$ cat src/rtl/ov7670_pkg.sv
// Shared types and constants for the OV7670 capture path and display-side reuse.
package ov7670_pkg;

    typedef enum logic [1:0] {
        FMT_RGB565 = 2'd0,
        FMT_RGB444 = 2'd1,
        FMT_GRAY8  = 2'd2
    } pix_fmt_e;

    typedef enum logic [2:0] {
        ST_IDLE,
        ST_ARM,
        ST_WAIT_START,
        ST_CAPTURE,
        ST_DONE
    } cap_state_e;

    // BT.601-style luma weights scaled by 256
    localparam int unsigned LUMA_R = 77;
    localparam int unsigned LUMA_G = 150;
    localparam int unsigned LUMA_B = 29;

endpackage

$ cat src/rtl/ov7670_pix_convert.sv
// Combinational RGB565 -> RGB565/RGB444/GRAY8 converter; reserved format passes RGB565 through.
module ov7670_pix_convert
    import ov7670_pkg::*;
(
    input  logic [1:0]  i_fmt,
    input  logic [15:0] i_pix,
    output logic [15:0] o_data_c
);

    logic [4:0]  w_r5;
    logic [5:0]  w_g6;
    logic [4:0]  w_b5;
    logic [7:0]  w_r8;
    logic [7:0]  w_g8;
    logic [7:0]  w_b8;
    logic [15:0] w_luma;

    assign w_r5 = i_pix[15:11];
    assign w_g6 = i_pix[10:5];
    assign w_b5 = i_pix[4:0];

    // Expand to 8 bits by replicating MSBs so full scale maps to 0xFF
    assign w_r8 = {w_r5, w_r5[4:2]};
    assign w_g8 = {w_g6, w_g6[5:4]};
    assign w_b8 = {w_b5, w_b5[4:2]};

    assign w_luma = 16'(LUMA_R) * 16'(w_r8)
                  + 16'(LUMA_G) * 16'(w_g8)
                  + 16'(LUMA_B) * 16'(w_b8);

    always_comb begin
        o_data_c = i_pix;
        case (i_fmt)
            FMT_RGB444: o_data_c = {4'h0, w_r5[4:1], w_g6[5:2], w_b5[4:1]};
            FMT_GRAY8:  o_data_c = {8'h00, w_luma[15:8]};
            default:    o_data_c = i_pix;
        endcase
    end

endmodule

$ cat src/rtl/ov7670_frame_capture.sv
// OV7670 capture engine: oversampled camera bus -> decimated, format-converted frame-buffer writes.
module ov7670_frame_capture
    import ov7670_pkg::*;
#(
    parameter  int unsigned SRC_WIDTH  = 640,
    parameter  int unsigned SRC_HEIGHT = 480,
    parameter  int unsigned DECIM      = 4,
    localparam int unsigned IMG_WIDTH  = SRC_WIDTH / DECIM,
    localparam int unsigned IMG_HEIGHT = SRC_HEIGHT / DECIM,
    localparam int unsigned ADDR_WIDTH = $clog2(IMG_WIDTH * IMG_HEIGHT)
) (
    input  logic                  clk,
    input  logic                  reset,
    input  logic                  pclk,
    input  logic                  href,
    input  logic                  vsync,
    input  logic [7:0]            data,
    input  logic [1:0]            fmt,
    input  logic                  cont,
    input  logic                  capture_req,
    output logic                  we,
    output logic [ADDR_WIDTH-1:0] wAddr,
    output logic [15:0]           wData,
    output logic                  busy,
    output logic                  frame_done,
    output logic [15:0]           frame_cnt,
    output logic                  line_err
);

    localparam int unsigned CW  = 16;
    localparam int unsigned AW1 = ADDR_WIDTH + 1;
    localparam logic [CW-1:0]  L_DECIM = CW'(DECIM);
    localparam logic [CW-1:0]  L_IMG_W = CW'(IMG_WIDTH);
    localparam logic [CW-1:0]  L_IMG_H = CW'(IMG_HEIGHT);
    localparam logic [CW-1:0]  L_SRC_W = CW'(SRC_WIDTH);
    localparam logic [AW1-1:0] L_IMG_N = AW1'(IMG_WIDTH * IMG_HEIGHT);

    logic [10:0]    r_sync1, r_sync2, r_sync3;
    logic           r_href_d, r_vsync_d;
    logic           r_toggle;
    logic [7:0]     r_hi;
    logic [15:0]    r_pix;
    logic           r_pix_vld;
    logic [CW-1:0]  r_pix_x, r_pix_y;
    logic [CW-1:0]  r_x, r_y;
    logic [AW1-1:0] r_addr;
    pix_fmt_e       r_fmt;
    cap_state_e     r_state;
    logic           r_pend;

    logic           w_pclk_rise, w_href, w_vsync;
    logic [7:0]     w_data;
    logic           w_href_fall, w_vs_rise, w_vs_fall;
    logic           w_err_set, w_keep, w_write;
    logic [15:0]    w_conv;

    assign w_pclk_rise = r_sync2[10] & ~r_sync3[10];
    assign w_href      = r_sync3[9];
    assign w_vsync     = r_sync3[8];
    assign w_data      = r_sync3[7:0];
    assign w_href_fall = r_href_d & ~w_href;
    assign w_vs_rise   = ~r_vsync_d & w_vsync;
    assign w_vs_fall   = r_vsync_d & ~w_vsync;
    assign w_err_set   = w_href_fall & (r_toggle | (r_x != L_SRC_W));

    assign w_keep  = (r_pix_x % L_DECIM == '0) && (r_pix_y % L_DECIM == '0)
                  && (r_pix_x / L_DECIM < L_IMG_W) && (r_pix_y / L_DECIM < L_IMG_H);
    assign w_write = r_pix_vld && (r_state == ST_CAPTURE) && w_keep && (r_addr < L_IMG_N);

    ov7670_pix_convert u_convert (
        .i_fmt    (r_fmt),
        .i_pix    (r_pix),
        .o_data_c (w_conv)
    );

    // Synchronizers, byte pairing and x/y position tracking
    always_ff @(posedge clk) begin
        if (reset) begin
            r_sync1   <= '0;
            r_sync2   <= '0;
            r_sync3   <= '0;
            r_href_d  <= 1'b0;
            r_vsync_d <= 1'b0;
            r_toggle  <= 1'b0;
            r_hi      <= '0;
            r_pix     <= '0;
            r_pix_vld <= 1'b0;
            r_pix_x   <= '0;
            r_pix_y   <= '0;
            r_x       <= '0;
            r_y       <= '0;
        end else begin
            r_sync1   <= {pclk, href, vsync, data};
            r_sync2   <= r_sync1;
            r_sync3   <= r_sync2;
            r_href_d  <= w_href;
            r_vsync_d <= w_vsync;
            r_pix_vld <= 1'b0;
            if (w_pclk_rise && w_href) begin
                r_toggle <= ~r_toggle;
                if (!r_toggle) begin
                    r_hi <= w_data;
                end else begin
                    r_pix     <= {r_hi, w_data};
                    r_pix_vld <= 1'b1;
                    r_pix_x   <= r_x;
                    r_pix_y   <= r_y;
                    if (r_x != '1) r_x <= r_x + CW'(1);
                end
            end
            if (w_href_fall) begin
                r_x      <= '0;
                r_toggle <= 1'b0;
                if (r_y != '1) r_y <= r_y + CW'(1);
            end
            if (w_vs_rise) r_y <= '0;
        end
    end

    // Frame-buffer write port
    always_ff @(posedge clk) begin
        if (reset) begin
            we     <= 1'b0;
            wAddr  <= '0;
            wData  <= '0;
            r_addr <= '0;
        end else begin
            we <= 1'b0;
            if (w_vs_rise) begin
                r_addr <= '0;
                wAddr  <= '0;
            end else if (w_write) begin
                we     <= 1'b1;
                wAddr  <= r_addr[ADDR_WIDTH-1:0];
                wData  <= w_conv;
                r_addr <= r_addr + AW1'(1);
            end
        end
    end

    // Capture control: arm, wait for a clean frame start, capture, report
    always_ff @(posedge clk) begin
        if (reset) begin
            r_state    <= ST_IDLE;
            r_pend     <= 1'b0;
            r_fmt      <= FMT_RGB565;
            busy       <= 1'b0;
            frame_done <= 1'b0;
            frame_cnt  <= '0;
            line_err   <= 1'b0;
        end else begin
            frame_done <= 1'b0;
            if (capture_req && (r_state != ST_IDLE)) r_pend <= 1'b1;
            if (w_err_set)        line_err <= 1'b1;
            else if (capture_req) line_err <= 1'b0;
            case (r_state)
                ST_IDLE: begin
                    if (cont || capture_req) begin
                        r_state <= ST_ARM;
                        busy    <= 1'b1;
                    end
                end
                ST_ARM: begin
                    if (w_vsync) r_state <= ST_WAIT_START;
                end
                ST_WAIT_START: begin
                    if (w_vs_fall) begin
                        r_fmt   <= (fmt == 2'd3) ? FMT_RGB565 : pix_fmt_e'(fmt);
                        r_state <= ST_CAPTURE;
                    end
                end
                ST_CAPTURE: begin
                    if (w_vs_rise) begin
                        frame_done <= 1'b1;
                        frame_cnt  <= frame_cnt + 16'd1;
                        busy       <= 1'b0;
                        r_state    <= ST_DONE;
                    end
                end
                ST_DONE: begin
                    r_pend <= 1'b0;
                    if (cont || r_pend || capture_req) begin
                        r_state <= ST_ARM;
                        busy    <= 1'b1;
                    end else begin
                        r_state <= ST_IDLE;
                    end
                end
                default: r_state <= ST_IDLE;
            endcase
        end
    end

endmodule

$ cat config.mk
export PLATFORM = sky130hd
export DESIGN_NAME = ov7670_frame_capture
export DESIGN_NICKNAME = d
export VERILOG_FILES = /design/src/rtl/ov7670_pkg.sv /design/src/rtl/ov7670_pix_convert.sv /design/src/rtl/ov7670_frame_capture.sv
export SDC_FILE = /design/constraint.sdc
export NUM_CORES = 1
export LEC_CHECK = 0
export CAP_MARGIN = 0
export CORE_ASPECT_RATIO = 1.1
export CORE_MARGIN = 2
export CORE_UTILIZATION = 45
export CTS_CLUSTER_SIZE = 28
export DETAILED_ROUTE_END_ITERATION = 10
export REMOVE_ABC_BUFFERS = 1
export SETUP_SLACK_MARGIN = 0.2
export SLEW_MARGIN = 10
export SYNTH_ARGS = -nofsm -noshare
export SYNTH_HDL_FRONTEND = slang
export SYNTH_SLANG_ARGS = --single-unit
export TNS_END_PERCENT = 5
$ cat constraint.sdc
create_clock -name clk -period 9.6 [get_ports clk]
set_input_delay 1.92 -clock clk [delete_from_list [all_inputs] [get_ports clk]]
set_output_delay 1.92 -clock clk [all_outputs]
set_load 0.005 [all_outputs]
==> job_summary.md, run 1 <==
## Implementation flow summary

| Metric | Value |
|---|---|
| DIE AREA | between 20000 and 25000 um2 |
| Hold Buf Count CTS | 0 |
| Final Util | between 50% and 60% |
| Vias in the first global route | ~7800 |
| Most frequent cells in the layout | dfxtp_1, nand2_1, inv_1, nor2_1, ha_1 |
| CP startpoint kind | register |
| Finish-stage setup viols | 0 |
| Initial antenna violation count | 0 |
| Top cells by area | dfxtp_1, ha_1, fa_1, nand2_1, a21oi_1 |
| Setup_tns | 0 ns |
| Post-DRT Antenna Nets | 0 |
| Area of the mapped netlist | approximately 10000 um2 |
| Power per cell area | 130.5 nW/um2 |
| Maximum clock frequency | about 0.15 GHz |
| Status | completed |
| DRT met1 WL | 11580 um |
| Max_cap viols | 0 |
| Post-Synthesis Cells | 1173 |
| Postcts setup bufs | 0 |
| Placed cells | around 1500 |
| EDFF count, synth | 0 |
| Ys cells | ~1200 |
run 1: power groups by stage:
stage	Combinational [uW]	Clock [uW]	Sequential, uW
5_1_grt	35.8	789	799
2_1_floorplan	11.8	0	815
3_3_place_gp	32.6	0	816
6_report	31.9	737	798
3_5_place_dp	32.6	0	816
4_1_cts	32.6	754	798
run 1: per-layer routing:
metal  GRT usage, %  vias up
met5              0        -
met4          6.623        0
met3          3.333       35
met2          31.76      111
met1          28.19     3767
li1               -     4004
run 1: metrics by stage:
step	total power (uW)	instance area, um2
after global placement	848.8	11390
after global routing	1623	12010
after floorplan	827.2	10300
after CTS	1584	12010
final	1566	12010
after detailed placement	848.8	11390
run 1: state kept, by name (all words and copies together) (netlist names), 8 cells and up:
| name | count |
|---|---|
| r_sync1 | 11 |
| r_pix_x | 11 |
| r_hi | 8 |
| r_y | 16 |
| r_pix | 16 |
| frame_cnt | 16 |
| wData | 16 |
| wAddr | 15 |
| r_x | 16 |
| r_sync3 | 11 |
| r_addr | 16 |
| r_sync2 | 11 |
| r_pix_y | 13 |
run 1: cell type report:
class                      instances  area, um2  area share [%]
tap                              300      375.4           3.126
clock buffer                      18      439.2           3.658
sequential                       190       3804           31.68
multi-input combinational        833       6096           50.77
timing repair buffer              73      713.2           5.940
clock inverter                    14      173.9           1.449
inverter                         108      405.4           3.376
run 1: critical path, cell delays in order (launching register included):
cell and delay (ns):
dfxtp_1 0.58, ha_1 0.32, ha_1 0.27, inv_1 0.05, fa_1 0.49, fa_1 0.51, inv_1 0.04, ha_1 0.23
or4_1 0.51, a31oi_1 0.26, xnor2_1 0.16, ha_1 0.25, inv_1 0.07, fa_1 0.43, fa_1 0.54, inv_1 0.04
ha_1 0.37, a21o_1 0.22, a221o_1 0.31, a21oi_1 0.19, inv_1 0.06, o21bai_1 0.16, a211oi_1 0.09, or3b_1 0.34
run 1: Yosys cell counts, drive strengths merged (3+ instances only):
cell type / number
fa: 54
a211oi: 7
nor3: 13
a21o: 7
or2: 6
nor2: 94
o31ai: 4
nand3: 29
inv: 108
nand2: 166
nand2b: 6
buf: 9
and4: 8
and3: 11
mux2i: 19
o211ai: 4
dfxtp: 190
ha: 90
xor2: 40
clkbuf: 33
nor3b: 3
a21oi: 85
xnor2: 23
or3: 12
a311o: 3
o21ai: 27
nor2b: 46
or3b: 3
nor4: 15
nand4: 19
a211o: 4
a31oi: 9
run 1: final timing paths:
check	cells past startpoint	slack, ns	endpoint
min	1	0.44	r_sync3[3]
max reg2reg	23	3.00	wData[7]
max	23	3.00	wData[7]
min reg2reg	1	0.44	r_sync3[3]
run 1: cells by family after synthesis:
family | synth area share [%]
xor+xnor | 5.270
mux | 1.924
fa+ha+maj | 21.08
flops | 36.33
simple gates | 20.58
buf+inv | 5.533
compound gates | 9.285
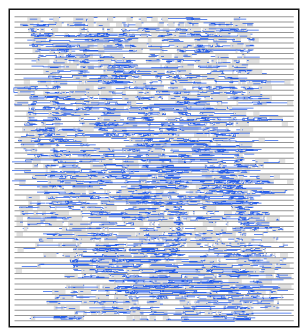
(run_1/m1.png)
Supply wires on this layer in grey.
share of all routed wire = 50%
main direction = horizontal
via count: 7917
met1 usage: 28.19%
routed wire length: 23080 um

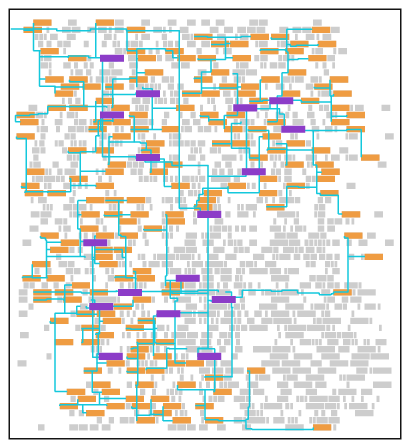
(run_1/clock_wires.png)
cyan -> clock wires  # length 2500 um
purple -> clock-net drivers  # count 17
orange -> flip-flops  # count 190
flops lie = spread over the die
clock network power share: 47.0%
clk_skew: 0.01263 ns
clock group total power: 737 uW

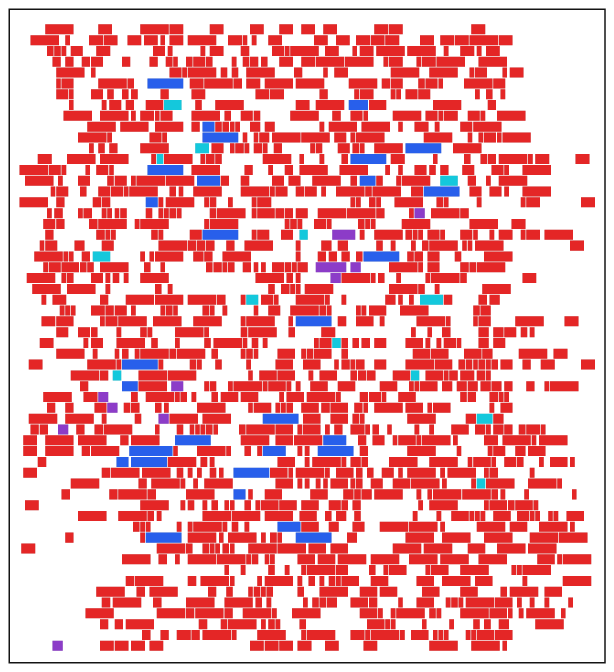
(run_1/sizing.png)
purple -> x3 and x4  # cells 11, most used buf_4
blue -> x6 and larger  # cells 29, most used clkbuf_16
red -> x1 and smaller  # cells 1183, most used dfxtp_1
cyan -> x2  # cells 13, most used or2_2
final critical-path setup slack: 2.996 ns
Signal buffers: 73
Design Area, Final: 12010 um2

==> run_1/class_map.png <==
Bar = 50 um.
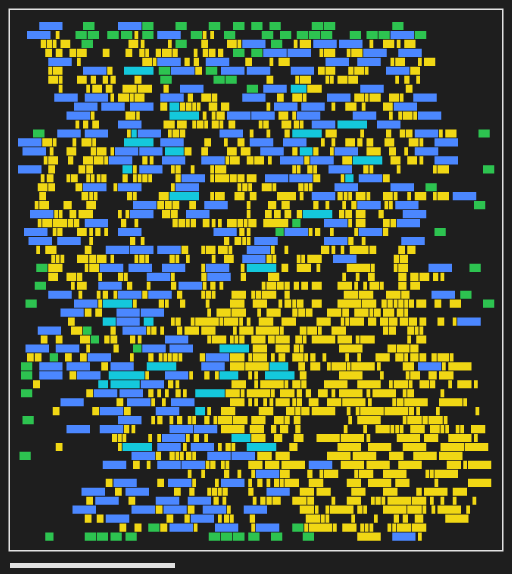

==> run 2: changes to the inputs <==
==> constraint.sdc (replaced) <==
create_clock -name clk -period 6.2 [get_ports clk]
set_input_delay 1.24 -clock clk [delete_from_list [all_inputs] [get_ports clk]]
set_output_delay 1.24 -clock clk [all_outputs]
set_load 0.005 [all_outputs]
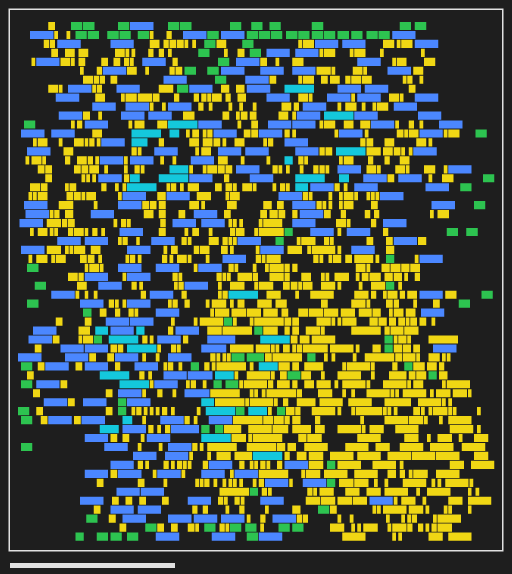
(run_2/class_map.png)
Bar = 50 um.
cyan -> clock drivers and dummy loads  # cells 32, share of their area 5.0%
yellow -> remaining logic cells  # cells 941, share of their area 56%
blue -> registers  # cells 190, share of their area 31%
green -> remaining buffers and delay cells  # cells 95, share of their area 7.4%
Core Rows: 58
Seq area share: 30.55%
Final Util: 54.63%

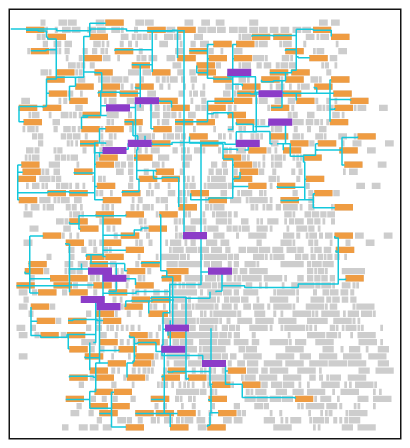
(run_2/clock_wires.png)
orange -> flip-flops  # count 190
purple -> clock-net drivers  # count 17
cyan -> clock wires  # length 2330 um
flops lie = spread over the die
routed clock nets = 18
clock group total power: 1100 uW
clock network power share: 46.2%
clk_skew: 0.01040 ns
Latency at later pin: 0.43 ns

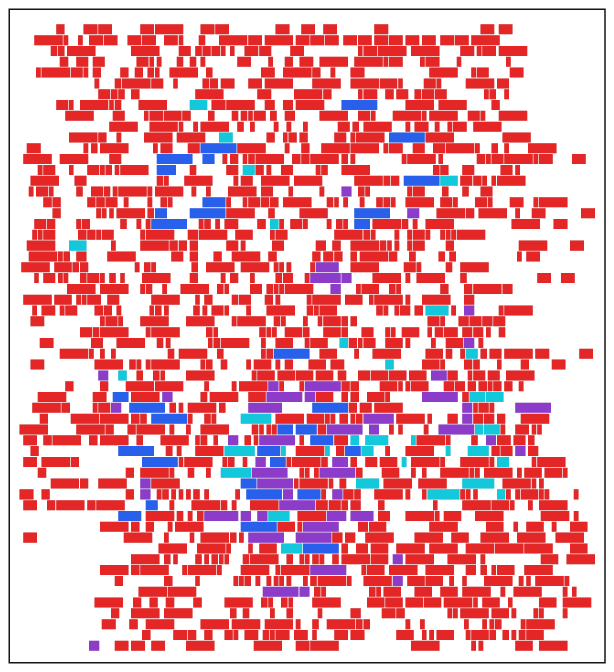
(run_2/sizing.png)
red -> x1 and smaller  # cells 1138, most used dfxtp_1
purple -> x3 and x4  # cells 53, most used buf_4
cyan -> x2  # cells 34
blue -> x6 and larger  # cells 33, most used clkbuf_16
final critical-path setup slack: 0.2609 ns
Design Area, Final: 12490 um2
Area Growth Syn to Fin: 19.28%
Signal buffers: 95

==> job_summary.md, run 2 <==
## Implementation flow summary

| Metric | Value |
|---|---|
| Top cells by area | dfxtp_1, ha_1, fa_1, nand2_1, a21oi_1 |
| EDFF count, synth | 0 |
| Hold Buf Count CTS | 0 |
| CP max-delay cell | fa_1 |
| Hold Path Depth | 1 |
| R2r setup slk | 0.26 ns |
| Power per cell area | approximately 190 nW/um2 |
| Yosys top cell by instances | dfxtp_1 |
| Via count | about 8000 |
| Total power draw | 2387 uW |
| CP startpoint kind | register |
| Buf+Inv Stages, Crit Path | 4 |
| Worst path max stage delay | approximately 0.55 ns |
| Most frequent CP cell | fa_1 |
| Setup_tns | 0 ns |
| Top cells by count | dfxtp_1, nand2_1, inv_1 |
| Maximum clock frequency | 0.1684 GHz |
| Vias in the first global route | 7857 |
| Max_cap viols | 0 |
| Status | completed |
| Critical-path cell list | buf_8 -> ha_4 -> ha_4 -> fa_1 -> ha_4 -> nor2b_4 -> o21a_1 -> nor2_2 -> xnor2_2 -> fa_1 -> fa_1 -> inv_1 -> fa_2 -> fa_1 -> inv_1 -> ha_2 -> a21o_1 -> a221o_1 -> a21oi_2 -> inv_1 -> o21bai_1 -> a211oi_1 -> or3b_1 |
-- run 2: cell counts after synthesis --
Identical to the previous run, type by type.
-- run 2: area by class of cell --
type                            count  area (um2)
Fill cell                        2127       10370
Tap cell                          300       375.4
Multi-Input combinational cell    833        6391
Sequential cell                   190        3815
Clock inverter                     14       165.2
Inverter                          108       405.4
Timing Repair Buffer               95       897.1
Clock buffer                       18       439.2
-- run 2: cells by family (layout without fill, tap and decap cells) --
family	after synthesis	after routing	share of synthesized area, %
simple gates	443	443	20.58
flops	190	190	36.33
compound gates	163	163	9.285
buf+inv	150	235	5.533
fa+ha+maj	144	144	21.08
xor+xnor	63	63	5.270
mux	20	20	1.924
-- run 2: report_power, final --
group	leakage [uW]	total [uW]	internal (uW)	switching (uW)
logic	0.00321	49.4	19.6	29.8
clock network	0.000288	1100	556	547
registers	0.00154	1230	1230	5.03
-- run 2: worst reg2reg max path: stages, from the launching register on --
cell and delay, ns:
dfxtp_4 0.36, buf_8 0.13, ha_4 0.27, ha_4 0.19, fa_1 0.55, ha_4 0.23
nor2b_4 0.13, o21a_1 0.20, nor2_2 0.16, xnor2_2 0.14, fa_1 0.45, fa_1 0.49
inv_1 0.05, fa_2 0.36, fa_1 0.53, inv_1 0.04, ha_2 0.17, a21o_1 0.21
a221o_1 0.33, a21oi_2 0.18, inv_1 0.05, o21bai_1 0.15, a211oi_1 0.09, or3b_1 0.37
-- run 2: layer usage --
metal / part of all wire, % / GRT usage [%]
met5: 0 / 0
met4: 1.5 / 5.368
met3: 3.5 / 3.333
met2: 46 / 33.28
met1: 49 / 28.09
-- run 2: worst max-delay path by stage --
stage | start | end | cells after the start
3_5_place_dp | r_pix[7] | wData[7] | 22
5_1_grt | r_pix[8] | wData[7] | 25
4_1_cts | r_pix[7] | wData[7] | 23
6_report | r_pix[7] | wData[7] | 23
3_3_place_gp | r_pix[7] | wData[7] | 21
2_1_floorplan | r_pix[9] | wData[7] | 23
-- run 2: through the flow --
step                      instance area (um2)  worst slack [ns]  instances  utilization (%)
after floorplan                         10300          -0.04107       1131                -
after global placement                  11510           0.04584       1519            50.33
after detailed placement                11510          -0.01525       1519            50.33
after CTS                               12230            0.1985       1553            53.51
after global routing                    12490           0.02380       1558            54.63
final                                   12490            0.2609       1558            54.63
-- run 2: repair_timing --
item | in CTS | in global routing
endpoints found under the setup margin | 6 | 7
gates resized | 22 | 35
buffers inserted | 2 | 5
gates cloned | 0 | 0
pin swaps | 23 | 37
Power is estimated from default activity; no workload was simulated.
